$ cat config.mk
export PLATFORM = sky130hd
export DESIGN_NAME = multiplicador_param
export DESIGN_NICKNAME = d
export VERILOG_FILES = /design/src/rtl/multiplicador_pkg.sv /design/src/rtl/multiplicador_param_digit_product.sv /design/src/rtl/multiplicador_param.sv
export SDC_FILE = /design/constraint.sdc
export NUM_CORES = 1
export LEC_CHECK = 0
export CAP_MARGIN = 0
export CORE_UTILIZATION = 53
export DETAILED_ROUTE_END_ITERATION = 10
export HOLD_SLACK_MARGIN = 0.02
export PLACE_DENSITY_LB_ADDON = 0.08
export SLEW_MARGIN = 25
export SYNTH_ARGS = -nofsm -noshare
export SYNTH_HDL_FRONTEND = slang
export SYNTH_SLANG_ARGS = --single-unit
$ cat constraint.sdc
create_clock -name clk -period 5.6 [get_ports clk]
set_input_delay 1.12 -clock clk [delete_from_list [all_inputs] [get_ports clk]]
set_output_delay 1.12 -clock clk [all_outputs]
set_load 0.1 [all_outputs]
$ cat src/rtl/multiplicador_pkg.sv
// Shared types and sizing helpers for the digit-serial multiplier.
package multiplicador_pkg;

   typedef enum logic [1:0] {
      IDLE = 2'd0,
      CALC = 2'd1,
      FIN  = 2'd2
   } state_e;

   function automatic int num_digits(input int width, input int digit);
      return width / digit;
   endfunction

   // A single-digit operation still needs a 1-bit counter.
   function automatic int cnt_width(input int n);
      return (n <= 1) ? 1 : $clog2(n);
   endfunction

endpackage

$ cat src/rtl/multiplicador_param_digit_product.sv
// Unsigned WIDTH x DIGIT partial-product generator.
module digit_product #(
   parameter int WIDTH = 8,
   parameter int DIGIT = 4
) (
   input  logic [WIDTH-1:0]       a_i,
   input  logic [DIGIT-1:0]       d_i,
   output logic [WIDTH+DIGIT-1:0] p_o
);

   assign p_o = {{DIGIT{1'b0}}, a_i} * {{WIDTH{1'b0}}, d_i};

endmodule

$ cat src/rtl/multiplicador_param.sv
// Digit-serial signed/unsigned multiplier with start/done handshake and busy flag.
module multiplicador_param
   import multiplicador_pkg::*;
#(
   parameter int WIDTH = 8,
   parameter int DIGIT = 4
) (
   input  logic               clk,
   input  logic               reset_n,
   input  logic               start,
   input  logic               signed_mode,
   input  logic [WIDTH-1:0]   entryA,
   input  logic [WIDTH-1:0]   entryB,
   output logic               busy,
   output logic               done,
   output logic [2*WIDTH-1:0] result
);

   localparam int N  = num_digits(WIDTH, DIGIT);
   localparam int CW = cnt_width(N);
   localparam logic [CW-1:0] LAST = CW'(N - 1);

   generate
      if (WIDTH % DIGIT != 0) begin : g_bad_digit
         $error("multiplicador_param: WIDTH must be a multiple of DIGIT");
      end
      if (WIDTH < 4) begin : g_bad_width
         $error("multiplicador_param: WIDTH must be at least 4");
      end
   endgenerate

   state_e             state_q, state_d;
   logic [WIDTH-1:0]   magA_q, magA_d, magB_q, magB_d;
   logic               neg_q, neg_d;
   logic [2*WIDTH-1:0] acc_q, acc_d, result_q, result_d;
   logic [CW-1:0]      i_q, i_d;
   logic               done_q, done_d, busy_q, busy_d;

   logic [WIDTH-1:0]       magB_sh;
   logic [DIGIT-1:0]       digit;
   logic [WIDTH+DIGIT-1:0] pp;
   logic [2*WIDTH-1:0]     pp_sh;

   assign magB_sh = magB_q >> (DIGIT * int'(i_q));
   assign digit   = magB_sh[DIGIT-1:0];
   assign pp_sh   = {{(WIDTH-DIGIT){1'b0}}, pp} << (DIGIT * int'(i_q));

   digit_product #(.WIDTH(WIDTH), .DIGIT(DIGIT)) u_dp (
      .a_i (magA_q),
      .d_i (digit),
      .p_o (pp)
   );

   always_comb begin
      state_d  = state_q;
      magA_d   = magA_q;
      magB_d   = magB_q;
      neg_d    = neg_q;
      acc_d    = acc_q;
      i_d      = i_q;
      result_d = result_q;
      done_d   = 1'b0;
      busy_d   = busy_q;
      // busy spans the done cycle and drops on the following edge
      if (done_q) busy_d = 1'b0;
      unique case (state_q)
         IDLE: begin
            if (start) begin
               magA_d  = (signed_mode && entryA[WIDTH-1]) ? -entryA : entryA;
               magB_d  = (signed_mode && entryB[WIDTH-1]) ? -entryB : entryB;
               neg_d   = signed_mode & (entryA[WIDTH-1] ^ entryB[WIDTH-1]);
               acc_d   = '0;
               i_d     = '0;
               busy_d  = 1'b1;
               state_d = CALC;
            end
         end
         CALC: begin
            acc_d = acc_q + pp_sh;
            i_d   = i_q + 1'b1;
            if (i_q == LAST) state_d = FIN;
         end
         FIN: begin
            result_d = neg_q ? -acc_q : acc_q;
            done_d   = 1'b1;
            state_d  = IDLE;
         end
         default: state_d = IDLE;
      endcase
   end

   always_ff @(posedge clk) begin
      if (!reset_n) begin
         state_q  <= IDLE;
         magA_q   <= '0;
         magB_q   <= '0;
         neg_q    <= 1'b0;
         acc_q    <= '0;
         i_q      <= '0;
         result_q <= '0;
         done_q   <= 1'b0;
         busy_q   <= 1'b0;
      end else begin
         state_q  <= state_d;
         magA_q   <= magA_d;
         magB_q   <= magB_d;
         neg_q    <= neg_d;
         acc_q    <= acc_d;
         i_q      <= i_d;
         result_q <= result_d;
         done_q   <= done_d;
         busy_q   <= busy_d;
      end
   end

   assign busy   = busy_q;
   assign done   = done_q;
   assign result = result_q;

endmodule

Run 1, wire density map:
18 x 18 tiles, from black (low) to pale yellow (high), scaled to the fullest tile. Values are wire area over tile area, all layers added.
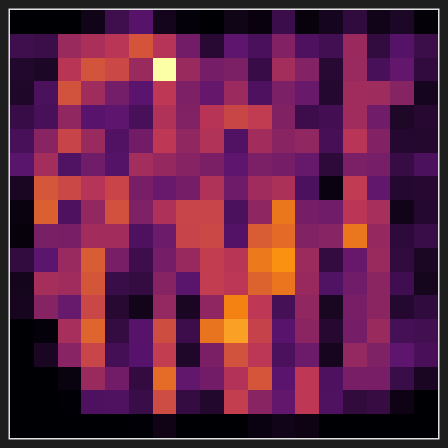
- emptiest ninth of the die: bottom left
- tiles over half the peak: 15%
- mean over tiles: 0.16

Run 1, signal wires by layer:
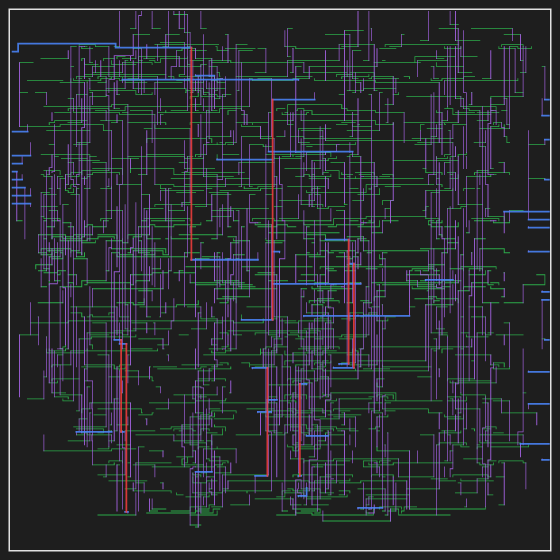
- red: M4 (wire length 190 µm)
- purple: M2 (wire length 4520 µm)
- blue: M3 (wire length 249 µm)
- green: M1 (wire length 3790 µm)

Run 1, the metal 1 layer:
Supply wires on this layer in gray.
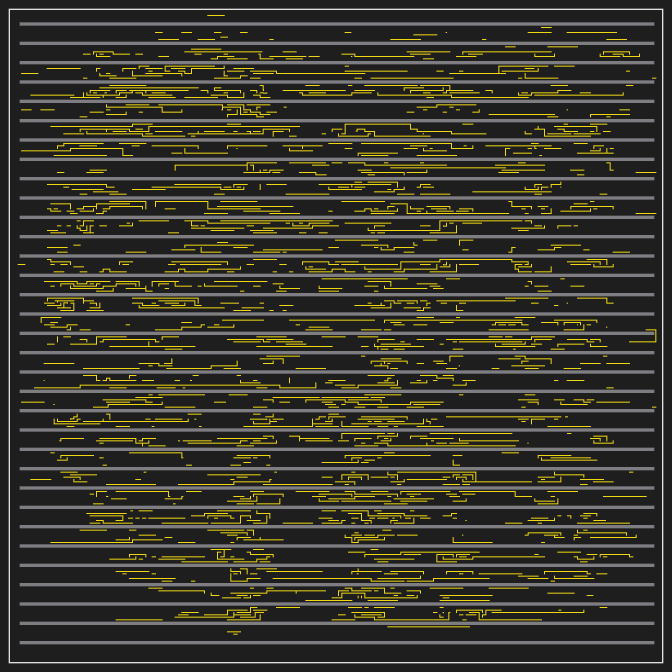
- nets with wire on the layer: 562
- main direction: horizontal
wirelength, routed: 8760 µm
met1 routing resource usage after global routing: 24.5%

==> GITHUB_STEP_SUMMARY, run 1 <==
## Implementation flow summary

| Metric | Value |
|---|---|
| Leading cell types in the layout, fill and taps excluded | `sky130_fd_sc_hd__nand2_1, sky130_fd_sc_hd__dfxtp_1, sky130_fd_sc_hd__nor2b_1` |
| Number of design rule violations left after detail routing | `0` |
| Kind of end point of the critical path | `register` |
| Ordered cell list for the critical path | `mux2i_4 -> buf_4 -> nor2b_1 -> fa_1 -> inv_1 -> fa_1 -> inv_1 -> ha_1 -> o21ai_0 -> o21bai_1 -> a21oi_2 -> o21bai_1 -> a21oi_1 -> xnor2_1 -> mux2_2 -> ha_1 -> nand2_1 -> or3b_2 -> o21ai_0 -> nor2_1 -> o21ai_1 -> xnor2_1 -> o21bai_1 -> a22o_1` |
| Nets at Floorplan | `578` |
| Layout net count | `611` |
| Final weighted congestion in routability-driven placement | `0.927` |
| CTS tree | `done` |
| Netlist area before placement | `4270 µm²` |
| Sequential cell area | `1080 µm²` |
| All-layer global routing usage | `21.8%` |
| Clock input transition at the sequential cells of the worst setup and hold paths | `0.11 ns` |
| Final Hold Slack | `0.474 ns` |
| Initial antenna violation count | `0` |
| Width of the chip | `91.7 µm` |
| Total power of the final layout | `0.873 mW` |
| Worst path buffer plus inverter count | `3` |
| Initial core utilization | `54.9%` |
| Worst-Margin Slew | `0.998 ns` |
| Cell at the root of the clock tree | `sky130_fd_sc_hd__clkbuf_8` |
| Layout overhead on the synthesized area | `14.8%` |
| Top FF cell, synth | `sky130_fd_sc_hd__dfxtp_1` |
| Final Hold Vio Count | `0` |
| Global route total overflow | `0` |
| Count of cell types in the netlist | `49` |
| Status | `complete, no violations` |
| Max H-tree Level | `2` |
| Final standard cell utilization of the core | `63.1%` |
| Mean number of vias per cell | `5.59` |
==> run 1: cells by family after synthesis <==
logic type,Yosys count,share of synthesized area [%]
buf+inv,46,4.55
flops,54,25.3
compound gates,126,21.0
fa+ha+maj,47,16.1
xor+xnor,43,8.83
mux,8,2.02
simple gates,187,22.2
==> run 1: power breakdown <==
part / internal, mW / switching, mW
Clock: 0.0898 / 0.138
Combinational: 0.100 / 0.124
Sequential: 0.400 / 0.0213
Total: 0.590 / 0.283
==> run 1: flip-flops by register name (all words and copies together), names as in the netlist <==
register / flops
acc_q: 16
busy: 1
done: 1
i_q: 1
magA_q: 8
magB_q: 8
neg_q: 1
result: 16
state_q: 2
==> run 1: per-layer routing <==
metal	global-route usage, %	up-vias	share of wire [%]
met5	0	-	0
met4	6.90	0	2.2
met3	2.99	19	2.8
met1	24.5	1693	43
li1	-	1839	-
met2	41.9	65	52
==> run 1: area by class of cell <==
type | count | share of cell area [%]
Tap cell | 102 | 2.61
Inverter | 26 | 1.99
Multi-Input combinational cell | 411 | 62.4
Clock inverter | 3 | 0.485
Clock buffer | 5 | 1.40
Sequential cell | 54 | 22.1
Timing Repair Buffer | 46 | 8.94
==> run 1: cell usage after synthesis (5+ instances only) <==
cell type                   n  area share, %
sky130_fd_sc_hd__a21boi_0   7            1.2
sky130_fd_sc_hd__a21o_1     9            1.6
sky130_fd_sc_hd__a21oi_1   18            2.1
sky130_fd_sc_hd__a22oi_1    9            1.6
sky130_fd_sc_hd__a31oi_1    6           0.88
sky130_fd_sc_hd__and2_1    14            2.1
sky130_fd_sc_hd__clkbuf_1  17            1.5
sky130_fd_sc_hd__dfxtp_1   54             25
sky130_fd_sc_hd__fa_1      13            6.1
sky130_fd_sc_hd__ha_1      34             10
sky130_fd_sc_hd__inv_1     26            2.3
sky130_fd_sc_hd__mux2_2     5            1.3
sky130_fd_sc_hd__nand2_1   63            5.5
sky130_fd_sc_hd__nand2b_1   7            1.0
sky130_fd_sc_hd__nand3_1   19            2.2
sky130_fd_sc_hd__nor2_1    19            1.7
sky130_fd_sc_hd__nor2b_1   41            6.0
sky130_fd_sc_hd__nor3_1     9            1.1
sky130_fd_sc_hd__o211a_1   23            5.4
sky130_fd_sc_hd__o21ai_0   30            3.5
sky130_fd_sc_hd__xnor2_1   23            4.7
sky130_fd_sc_hd__xor2_1    20            4.1
==> run 1: path summary, 6_finish.rpt <==
kind	from	endpoint	slack [ns]	cells after the start
min reg2reg	result[0]	result[0]	0.47	2
min	result[0]	result[0]	0.47	2
max reg2reg	i_q	acc_q[15]	0.36	24
max	i_q	acc_q[15]	0.36	24
==> run 1: through the flow <==
step / TNS [ns] / cell area, µm² / instances
detailed placement: 0 / 4720 / 637
finish: 0 / 4900 / 647
CTS: 0 / 4810 / 645
floorplan: 0 / 4270 / 511
global placement: 0 / 4720 / 637
global route: -0.0160 / 4900 / 647
==> run 1: repair_timing <==
action | 4_1_cts | 5_1_grt
setup endpoints to repair | 0 | 5
gates resized | 0 | 14
buffers inserted | 0 | 2
==> run 1 -> run 2 <==
CAP_MARGIN = default   (was 0)
Run 2, signal wires by layer:
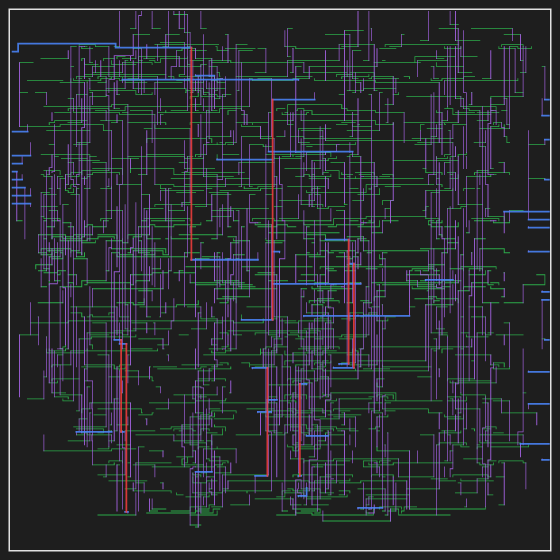
- red: M4 (wire length 190 µm)
- green: M1 (wire length 3790 µm)
- blue: M3 (wire length 249 µm)
- purple: M2 (wire length 4520 µm)

==> GITHUB_STEP_SUMMARY, run 2 <==
## Implementation flow summary

| Metric | Value |
|---|---|
| Internal cell power | `0.590 mW (unchanged)` |
| Wirelength, routed | `8760 µm (unchanged)` |
| Final weighted congestion in routability-driven placement | `0.927 (unchanged)` |
| Status | `complete, no violations (unchanged)` |
| Width of the chip | `91.7 µm (unchanged)` |
| Number of design rule violations left after detail routing | `0 (unchanged)` |
| Post-Syn Instances | `511 (unchanged)` |
| Synth Register Bits | `54 (unchanged)` |
| Kind of end point of the critical path | `register (unchanged)` |
| Sequential share of power | `48.2% (about the same)` |
| Leading cell type by number of instances after synthesis | `sky130_fd_sc_hd__nand2_1 (unchanged)` |
| Sequential cell area | `1080 µm² (unchanged)` |
| Top FF cell, synth | `sky130_fd_sc_hd__dfxtp_1 (unchanged)` |
| Switching power share of the total | `32.4% (unchanged)` |
| Total negative setup slack | `0 ns (unchanged)` |
| Cell Count, Final, Fillers Out | `647 (unchanged)` |
| Clock network power share | `26.1% (about the same)` |
| R2R Setup Slk | `0.36 ns (about the same)` |
| I/O pin count | `38 (unchanged)` |
| Top cells by count | `sky130_fd_sc_hd__nand2_1, sky130_fd_sc_hd__dfxtp_1, sky130_fd_sc_hd__nor2b_1 (unchanged)` |
| Worst-Margin Slew | `0.998 ns (unchanged)` |
| Leading cell types in the layout, fill and taps excluded | `sky130_fd_sc_hd__nand2_1, sky130_fd_sc_hd__dfxtp_1, sky130_fd_sc_hd__nor2b_1 (unchanged)` |
| Yosys top cell area share | `25.3% (unchanged)` |
| Layout net count | `611 (unchanged)` |
| Critical path endpoint | `acc_q[15] (unchanged)` |
| Final Hold Vio Count | `0 (unchanged)` |
| Crit start category | `register (unchanged)` |
| Total via count after detailed routing | `3616 (unchanged)` |
| Ordered cell list for the critical path | `mux2i_4 -> buf_4 -> nor2b_1 -> fa_1 -> inv_1 -> fa_1 -> inv_1 -> ha_1 -> o21ai_0 -> o21bai_1 -> a21oi_2 -> o21bai_1 -> a21oi_1 -> xnor2_1 -> mux2_2 -> ha_1 -> nand2_1 -> or3b_2 -> o21ai_0 -> nor2_1 -> o21ai_1 -> xnor2_1 -> o21bai_1 -> a22o_1 (unchanged)` |
| Beginning of the worst register-to-register path | `i_q (unchanged)` |
| CTS tree | `done (unchanged)` |
| Cell at the root of the clock tree | `sky130_fd_sc_hd__clkbuf_8 (unchanged)` |
| Clock input transition at the sequential cells of the worst setup and hold paths | `0.11 ns (about the same)` |
| Reg-to-reg critical path endpoint | `acc_q[15] (unchanged)` |
| Nets at Floorplan | `578 (unchanged)` |
| Global route total overflow | `0 (unchanged)` |
| Synth area leaders | `sky130_fd_sc_hd__dfxtp_1, sky130_fd_sc_hd__ha_1, sky130_fd_sc_hd__fa_1, sky130_fd_sc_hd__nor2b_1, sky130_fd_sc_hd__nand2_1 (unchanged)` |
| Cell Area, Placed | `4720 µm² (unchanged)` |
| Net switching power of the design | `0.283 mW (unchanged)` |
| Total iterations of the first detailed-routing run | `4 (unchanged)` |
| Netlist area before placement | `4270 µm² (unchanged)` |
| Layout overhead on the synthesized area | `14.8% (unchanged)` |
| Largest area contributor in the synthesized netlist | `sky130_fd_sc_hd__dfxtp_1 (unchanged)` |
| Finish-stage setup viols | `0 (unchanged)` |
| Count of cell types in the netlist | `49 (unchanged)` |
| Global-route wire length before repair | `15000 µm (unchanged)` |
| Beginning of the worst hold path | `result[0] (unchanged)` |
| Max H-tree Level | `2 (unchanged)` |
| Initial antenna violation count | `0 (unchanged)` |
Run 2, placed cells, one color a class:
Bar = 20 µm. Fill, decap, tap and diode cells in gray.
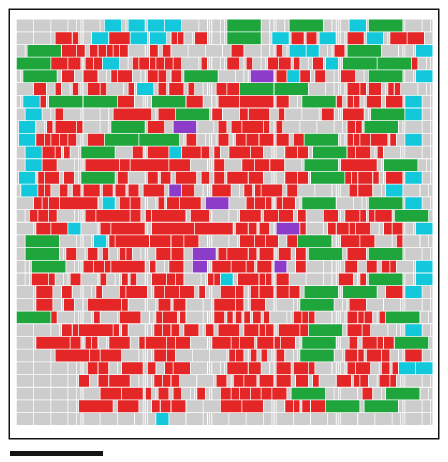
- red: remaining logic cells (cells 437; share of their area 66%)
- green: registers (cells 54; share of their area 23%)
- cyan: remaining buffers and delay cells (cells 46; share of their area 9.2%)
- purple: clock drivers and dummy loads (cells 8; share of their area 1.9%)
final standard cell utilization of the core: 63.1%
flop share of the area: 22.1%
number of cell rows: 32
cell area after layout: 4900 µm²

==> run 2: repair_timing <==
item / CTS / global route
gates resized: 0 / 14
setup buffers: 0 / 2
setup endpoints to repair: 0 / 5
==> run 2: per-stage QoR <==
stage / power (mW) / hold slack [ns]
6_report: 0.873 / 0.474
5_1_grt: 0.920 / 0.506
4_1_cts: 0.870 / 0.477
3_5_place_dp: 0.645 / 0.462
3_3_place_gp: 0.639 / 0.455
2_1_floorplan: 0.585 / 0.443
==> run 2: worst min path at each step <==
| stage | slack (ns) | cells after the start | to |
|---|---|---|---|
| detailed placement | 0.46 | 2 | result[0] |
| global placement | 0.46 | 2 | result[0] |
| finish | 0.47 | 2 | result[0] |
| CTS | 0.48 | 2 | result[0] |
| global route | 0.51 | 2 | busy |
| floorplan | 0.44 | 2 | magB_q[7] |
==> run 2: kinds of logic (layout without fill, tap and decap cells) <==
group	Yosys count	count (layout)	synth area share (%)
xor gates and xnor gates	43	43	8.83
buffers and inverters	46	80	4.55
and+or+nand+nor	187	187	22.2
DFF	54	54	25.3
adders and majority gates	47	47	16.1
muxes	8	8	2.02
AOI/OAI and AO/OA	126	126	21.0
==> run 2: critical path, delay by kind of cell (launching register included) <==
kind | cells | cell delay (ns)
adder cells (fa/ha/maj) | 4 | 1.74
AND-OR/OR-AND | 9 | 1.21
AND/OR/NAND/NOR | 4 | 0.70
multiplexers | 2 | 0.53
flip-flops | 1 | 0.43
buffers and inverters | 3 | 0.27
XOR/XNOR | 2 | 0.26
==> run 2: area by class of cell <==
cell class	instances	area share [%]
clock buffer	5	1.40
inverter	26	1.99
clock inverter	3	0.485
sequential	54	22.1
multi-input combinational	411	62.4
timing repair buffer	46	8.94
tap	102	2.61
==> run 2: power by group through the flow <==
stage	clock network (mW)	logic [mW]	registers [mW]
detailed placement	0	0.218	0.428
global route	0.247	0.249	0.424
global placement	0	0.212	0.427
finish	0.228	0.224	0.421
floorplan	0	0.151	0.434
CTS	0.233	0.219	0.419
==> run 2: metal layers <==
layer / routed length (µm) / GRT usage, % / vias up
li1: - / - / 1839
met1: 3790 / 24.5 / 1693
met2: 4520 / 41.9 / 65
met3: 249 / 2.99 / 19
met4: 190 / 6.90 / 0
met5: 0 / 0 / -
Run 2, the metal 1 layer:
Supply wires on this layer in gray.
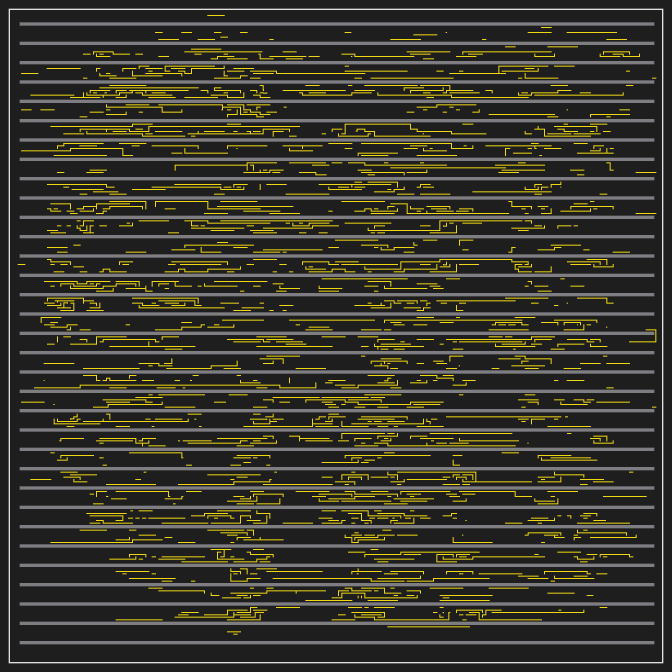

==> run 2 -> run 3 <==
SYNTH_HIERARCHICAL = 1   (was default)
Run 3, the metal 1 layer:
Supply wires on this layer in gray.
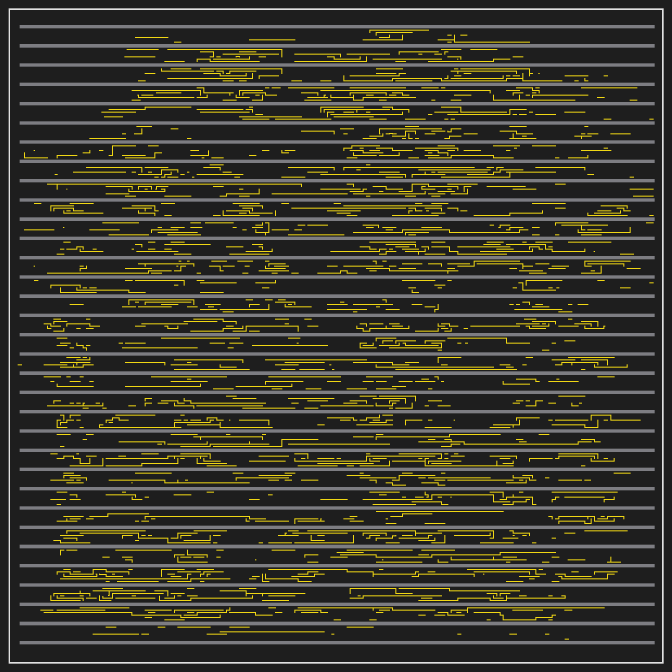
- longest straight run: 35.9 µm
- main direction: horizontal
- wire length on this layer: 4040 µm
- nets with wire on the layer: 553

==> GITHUB_STEP_SUMMARY, run 3 <==
## Implementation flow summary

| Metric | Value |
|---|---|
| Synth area leaders | `sky130_fd_sc_hd__dfxtp_1, sky130_fd_sc_hd__ha_1, sky130_fd_sc_hd__fa_1, sky130_fd_sc_hd__nand2_1, sky130_fd_sc_hd__o211a_1 (was sky130_fd_sc_hd__dfxtp_1, sky130_fd_sc_hd__ha_1, sky130_fd_sc_hd__fa_1, sky130_fd_sc_hd__nor2b_1, sky130_fd_sc_hd__nand2_1)` |
| Aoi share | `21.7% (was 21.0%)` |
| Post-Syn Instances | `508 (was 511)` |
| Width of the chip | `92.1 µm (was 91.7 µm)` |
| R2R Setup Slk | `0.29 ns (was 0.36 ns)` |
| Worst reg-to-reg path cell count | `20 (was 24)` |
| Total via count after detailed routing | `3564 (was 3616)` |
| Final Hold Vio Count | `0 (unchanged)` |
| Top logic cell family in the synthesized netlist | `AND-OR/OR-AND gates (was simple AND/OR/NAND/NOR gates)` |
| Crit start category | `register (unchanged)` |
| Adder Share, Synth | `15.9% (was 16.1%)` |
| Max H-tree Level | `2 (unchanged)` |
| Synthesized-area fraction occupied by xor and xnor cells | `8.96% (was 8.83%)` |
| Number of design rule violations left after detail routing | `0 (unchanged)` |
| Layout overhead on the synthesized area | `13.4% (was 14.8%)` |
| Worst Setup SP | `i_q (unchanged)` |
| Final standard cell utilization of the core | `62.5% (was 63.1%)` |
| Clock input transition at the sequential cells of the worst setup and hold paths | `0.10 ns (was 0.11 ns)` |
| Yosys top cell area share | `25.1% (was 25.3%)` |
| Kind of end point of the critical path | `register (unchanged)` |
| Final weighted congestion in routability-driven placement | `0.820 (was 0.927)` |
| Cell at the root of the clock tree | `sky130_fd_sc_hd__clkbuf_8 (unchanged)` |
| Reg-to-reg critical path endpoint | `acc_q[14] (was acc_q[15])` |
| Kind of cell adding the most delay to the critical path | `adder cells (unchanged)` |
| Layout net count | `602 (was 611)` |
| Global route total overflow | `0 (unchanged)` |
| I/O pin count | `38 (unchanged)` |
| Critical Path Stages | `20 (was 24)` |
| Critical path endpoint | `acc_q[14] (was acc_q[15])` |
| Nets at Floorplan | `575 (was 578)` |
| CTS tree | `done (unchanged)` |
| Count of cell types in the netlist | `52 (was 49)` |
| Leading cell type by number of instances after synthesis | `sky130_fd_sc_hd__nand2_1 (unchanged)` |
| Synth Register Bits | `54 (unchanged)` |
| Status | `complete, no violations (unchanged)` |
| Initial antenna violation count | `0 (unchanged)` |
| Initial core utilization | `55.1% (was 54.9%)` |
| Post-CTS setup buffers | `0 (unchanged)` |
| Worst-Margin Slew | `0.976 ns (was 0.998 ns)` |
| Worst path buffer plus inverter count | `2 (was 3)` |
| Wirelength, routed | `9130 µm (was 8760 µm)` |
| Finish-stage setup viols | `0 (unchanged)` |
Run 3, cell placement:
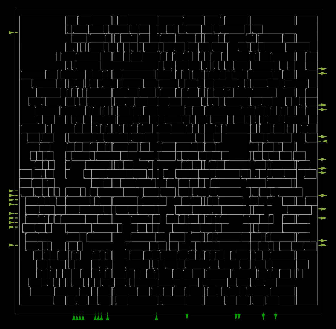
total of fill cells in the finished design: 703
core region area: 7810 µm²
flop share of the area: 22.2%
Cell Count, Final, Fillers Out: 638

## run 3: cell count changes after synthesis, moves of 4 or more
cell / change
sky130_fd_sc_hd__and2_1: +13
sky130_fd_sc_hd__nand2_1: +6
sky130_fd_sc_hd__inv_1: +6
sky130_fd_sc_hd__mux2_2: +7
sky130_fd_sc_hd__nor2_1: -5
sky130_fd_sc_hd__nor2b_1: -26
sky130_fd_sc_hd__nor3_1: -4
sky130_fd_sc_hd__a22oi_1: -5
sky130_fd_sc_hd__a21oi_1: +6
## run 3: what timing repair did
action                     CTS  global route
resized                      0             5
setup endpoints to repair    0             2
hold endpoints to repair     0             0
## run 3: worst register-to-register path, cell delays in order (launching register included)
cell and delay, ns:
sky130_fd_sc_hd__dfxtp_2 0.39, sky130_fd_sc_hd__mux2_2 0.41, sky130_fd_sc_hd__and2_1 0.17, sky130_fd_sc_hd__fa_1 0.48, sky130_fd_sc_hd__inv_1 0.05, sky130_fd_sc_hd__fa_1 0.53
sky130_fd_sc_hd__inv_1 0.04, sky130_fd_sc_hd__ha_1 0.36, sky130_fd_sc_hd__and3_4 0.22, sky130_fd_sc_hd__a2111oi_4 0.38, sky130_fd_sc_hd__o21ai_1 0.12, sky130_fd_sc_hd__a21oi_1 0.18
sky130_fd_sc_hd__xnor2_1 0.09, sky130_fd_sc_hd__mux2_2 0.27, sky130_fd_sc_hd__ha_1 0.35, sky130_fd_sc_hd__a21o_1 0.18, sky130_fd_sc_hd__a21o_1 0.17, sky130_fd_sc_hd__a221o_1 0.37
sky130_fd_sc_hd__a41oi_2 0.20, sky130_fd_sc_hd__xor2_1 0.16, sky130_fd_sc_hd__o21ai_0 0.08
## run 3: power by group
part | total [mW] | switching, mW | internal (mW)
clock network | 0.282 | 0.134 | 0.147
logic | 0.222 | 0.128 | 0.0938
registers | 0.419 | 0.0187 | 0.401
## run 3: final cells by class
cell class | count | area (µm²)
repair buffers | 40 | 393
inverters | 32 | 120
flip-flops and latches | 54 | 1080
fillers | 703 | 2930
clock buffers | 6 | 82.6
well taps | 102 | 128
multi-input cells | 402 | 3040
clock inverters | 2 | 38.8
## run 3: kinds of logic after synthesis
family | Yosys count
flops | 54
xor+xnor | 44
buf+inv | 52
fa+ha+maj | 47
compound gates | 128
mux | 15
simple gates | 168
## run 3: worst min path at each step
stage                    start    endpoint  slack (ns)  cells past startpoint
floorplan            magB_q[7]   magB_q[7]        0.44                      2
global placement    result[12]  result[12]        0.45                      2
detailed placement  result[12]  result[12]        0.46                      2
CTS                  magB_q[0]   magB_q[0]        0.47                      2
global route        result[12]  result[12]        0.51                      2
finish              result[12]  result[12]        0.47                      2
## run 3: layer usage
metal  track usage (%)  wire length, µm  vias to the layer above
met5                 0                0                        -
met4              5.08               72                        0
met3              2.74              209                        8
met2              44.3             4810                       50
met1              26.9             4040                     1683
li1                  -                -                     1823
## run 3: per-stage QoR
stage               setup slack (ns)  total power [mW]  instance area, µm²  hold WS, ns  std cells
floorplan                      0.147             0.587                4300        0.440        508
global placement               0.343             0.642                4740        0.453        630
detailed placement             0.189             0.648                4740        0.456        630
CTS                            0.164             0.930                4860        0.472        638
global route                  0.0259             0.973                4880        0.513        638
finish                         0.291             0.923                4880        0.466        638
Power and IR drop assume default switching activity.
